### Met3 routing

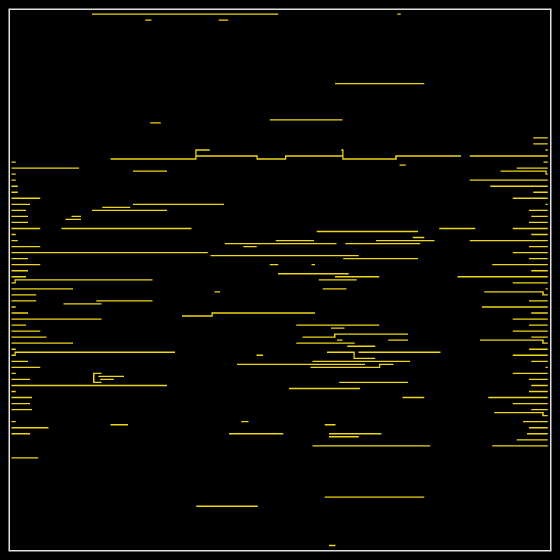
### Congestion heat map

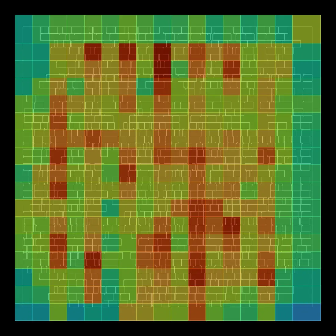
`config.mk`:
```
export PLATFORM = sky130hd
export DESIGN_NAME = fetch_stage
export DESIGN_NICKNAME = d
export VERILOG_FILES = /design/src/rtl/fetch_stage.sv
export SDC_FILE = /design/constraint.sdc
export NUM_CORES = 1
export LEC_CHECK = 0
export CAP_MARGIN = 5
export CORE_MARGIN = 3
export CORE_UTILIZATION = 42
export CTS_CLUSTER_SIZE = 8
export DETAILED_ROUTE_END_ITERATION = 16
export PLACE_DENSITY = 0.81
export SYNTH_ARGS = -nofsm -noshare
export SYNTH_HDL_FRONTEND = slang
export SYNTH_SLANG_ARGS = --single-unit
```
`constraint.sdc`:
```
create_clock -name clk -period 2.2 [get_ports clk]
set_input_delay 0.66 -clock clk [delete_from_list [all_inputs] [get_ports clk]]
set_output_delay 0.66 -clock clk [all_outputs]
set_load 0.01 [all_outputs]
```
`src/rtl/fetch_stage.sv`:
```
// rtl/fetch_stage.sv - instruction fetch stage: PC register, IF/ID latch, stall counter
// Redirects outrank hazard holds and always flush IF/ID; reset outranks everything.
module fetch_stage #(
  parameter logic [31:0] RESET_PC = 32'h0000_0000
) (
  input  logic        clk,
  input  logic        reset,
  input  logic        pc_write,
  input  logic        if_id_write,
  input  logic        branch_taken,
  input  logic [31:0] branch_target,
  input  logic        jump,
  input  logic [31:0] jump_target,
  output logic [31:0] imem_addr,
  input  logic [31:0] imem_rdata,
  input  logic        imem_ready,
  output logic [31:0] pc,
  output logic [31:0] if_id_instr,
  output logic [31:0] if_id_pc4,
  output logic        if_id_valid,
  output logic [4:0]  if_id_rs,
  output logic [4:0]  if_id_rt,
  output logic [15:0] stall_count
);

  localparam logic [31:0] WORD_MASK = 32'hFFFF_FFFC;

  logic [31:0] pc_q, pc_d;
  logic [31:0] if_id_instr_q, if_id_instr_d;
  logic [31:0] if_id_pc4_q, if_id_pc4_d;
  logic        if_id_valid_q, if_id_valid_d;
  logic [15:0] stall_count_q, stall_count_d;

  logic [31:0] pc_plus4;
  logic        redirect;
  logic        pc_hold;

  always_comb begin
    pc_plus4      = pc_q + 32'd4;
    redirect      = branch_taken | jump;
    pc_hold       = ~pc_write | ~imem_ready;

    pc_d          = pc_q;
    if_id_instr_d = if_id_instr_q;
    if_id_pc4_d   = if_id_pc4_q;
    if_id_valid_d = if_id_valid_q;
    stall_count_d = stall_count_q;

    if (branch_taken) begin
      pc_d = branch_target & WORD_MASK;
    end else if (jump) begin
      pc_d = jump_target & WORD_MASK;
    end else if (!pc_hold) begin
      pc_d = pc_plus4;
    end

    // A redirect abandons whatever was being fetched, regardless of hazard holds.
    if (redirect) begin
      if_id_instr_d = 32'h0000_0000;
      if_id_pc4_d   = 32'h0000_0000;
      if_id_valid_d = 1'b0;
    end else if (if_id_write) begin
      if (imem_ready) begin
        if_id_instr_d = imem_rdata;
        if_id_pc4_d   = pc_plus4;
        if_id_valid_d = 1'b1;
      end else begin
        if_id_instr_d = 32'h0000_0000;
        if_id_pc4_d   = 32'h0000_0000;
        if_id_valid_d = 1'b0;
      end
    end

    if (!redirect && pc_hold && (stall_count_q != 16'hFFFF)) begin
      stall_count_d = stall_count_q + 16'd1;
    end
  end

  always_ff @(posedge clk) begin
    if (reset) begin
      pc_q          <= RESET_PC;
      if_id_instr_q <= 32'h0000_0000;
      if_id_pc4_q   <= 32'h0000_0000;
      if_id_valid_q <= 1'b0;
      stall_count_q <= 16'h0000;
    end else begin
      pc_q          <= pc_d;
      if_id_instr_q <= if_id_instr_d;
      if_id_pc4_q   <= if_id_pc4_d;
      if_id_valid_q <= if_id_valid_d;
      stall_count_q <= stall_count_d;
    end
  end

  assign imem_addr   = pc_q;
  assign pc          = pc_q;
  assign if_id_instr = if_id_instr_q;
  assign if_id_pc4   = if_id_pc4_q;
  assign if_id_valid = if_id_valid_q;
  assign if_id_rs    = if_id_instr_q[25:21];
  assign if_id_rt    = if_id_instr_q[20:16];
  assign stall_count = stall_count_q;

endmodule

```
==> results.toml <==
# synthesis and place-and-route metrics
[logic_synthesis]
common_cells = "dfxtp_1, nor2_1, a22oi_1"
ff_type = "dfxtp_1"
synth-xor-area-share_pct = 7.799
synth_top_cell_by_area = "dfxtp_1"
ys_sh_aoi_pct = 18.72
yosys_cells = 656
ys_area_sq_um = 5615
synthSimpleGateAreaFrac_pct = 22.75
ys_types = 67
ys_warn_count = 0
adder_share_pct = 0.4456
ys_ff = 109
top_cell_area_share_pct = 38.86
syn_inst = 656
synth_area_sq_um = 5615
avgSynthCellArea_sq_um = 8.560
synth-seq-area-share_pct = 38.86

[layout]
diodes = 0
area_growth_pct = 52.72
final-instance-count-excl-fill = 1062
drive_gt1_share_pct = 12.13
layout_top_cell = "clkdlybuf4s50_1"

[timing]
timing.final.crit_share_pct = 98.49
skew_ns = 0.004692
report.final.setup_viol = 0
rsz0062_at_grt = "false"
fmax_mhz = 461.5
timing.final.crit_period_ns = 2.167
hold_viol = 0

[grt]
grt_pass1_vias = 5241
grt_start_max_net_pins = 44
grt_overflow = 0
antenna_found_initial = 0
grt_pass1_wl_mm = 29.05

[cts]
cts_hold_buffers = 0
clock_sinks = 109
clk_path_buf_depth = 2
postCtsSetupBuffers = 0
h-tree-depth = 3
clk_latency_ns = 0.35
cts_resized = 0
tritoncts = "built"
worst_setup_hold_path_clk_slew_ns = 0.07
clockRootBuffer = "clkbuf_16"

[placed_design]
dp.cells = 1050
io_buffers = 247
hpwl_mm = 14.26

[critical_path]
critical_path_class = "reg2out"
crit_path_end_kind = "output pin"
crit_path_cell_trace = "clkdlybuf4s50_1"
path_max_fanout = 10
start_kind = "flop"
worst-path-buf-inv = 1
critPathTopFamily = "buffers and inverters"
crit_arrival_ns = 1.51
required_ns = 1.54

[die]
die_width_um = 121.6
dieHeight_um = 121.6
core_sq_um = 12820
io-pin-count = 258

[pwr]
power_density_nw_per_um2 = 539.1
switchingPower_uw = 1141
switching_share_pct = 24.68
seqPwrFrac_pct = 45.3
p_clk_uw = 1680
p_int_uw = 3482
clock_power_share_pct = 36.3
combPwrFrac_pct = 18.4
comb-power_uw = 848
p_leak_uw = 0.003058
total_power_uw = 4623
power-top-group = "registers"

[detailed_routing]
drt_iter0_drc = 567
detail-route-antenna-nets = 0
drcViolationCount = 0
vias = 5588
vias_per_cell = 5.262

[status]
status = "complete, no violations"

[flow_run]
tool_warnings = 30
drv_cap = 0

[min_path]
min_path_type = "reg2reg"
About 'Met3 routing':
share of all routed wire = 8.1%
longest straight run = 43.9 um
main direction = horizontal

About 'Congestion heat map':
drt wl/cell: 17.66 um
global-route usage over all layers: 24.89%
final core utilization: 66.87%
GR Util met1: 34.83%

[metrics by stage]
stage / util, % / cell area, sq um / hold slack, ns / TNS (ns) / setup WS (ns)
after floorplan: - / 5634 / 0.4697 / 0 / 0.2599
after global placement: 64.50 / 8272 / 0.4335 / -8.993 / -0.2446
after detailed placement: 64.50 / 8272 / 0.4397 / -11.20 / -0.2652
after CTS: 66.76 / 8562 / 0.4493 / 0 / 0.01157
after global routing: 66.87 / 8576 / 0.4787 / 0 / 0.001914
final: 66.87 / 8576 / 0.4507 / 0 / 0.03320
[path summary, 6_finish.rpt]
path	from	to	slack, ns	cells after the start
worst max register to register	imem_addr[19]	if_id_pc4[25]	0.20	6
worst min-delay path	if_id_pc4[14]	if_id_pc4[14]	0.45	2
worst min register to register	if_id_pc4[14]	if_id_pc4[14]	0.45	2
worst max-delay path	imem_addr[19]	pc[19]	0.03	1
[tightest hold or removal path: stages, from the launching register on]
cell and delay, ns:
dfxtp_1 0.32, nand2_1 0.04, o21ai_0 0.05
[layer usage]
| layer | part of all wire [%] | GRT usage [%] | vias to the layer above |
|---|---|---|---|
| met4 | 1.3 | 5.252 | 0 |
| met1 | 43 | 34.83 | 2584 |
| li1 | - | - | 2761 |
| met3 | 8.1 | 6.360 | 17 |
| met2 | 47 | 38.96 | 226 |
| met5 | 0 | 0 | - |
[layout make-up]
cell class / count / area (sq um)
repair buffers: 310 / 2975
clock inverters: 3 / 65.06
multi-input cells: 452 / 2883
fillers: 1094 / 4249
well taps: 172 / 215.2
clock buffers: 9 / 225.2
flip-flops and latches: 109 / 2186
inverters: 7 / 26.28
[registers in the layout (all words and copies together) (netlist names)]
name / flops
if_id_valid: 1
if_id_pc4: 30
imem_addr: 30
stall_count: 16
if_id_instr: 32
Power is estimated from default activity; no workload was simulated.
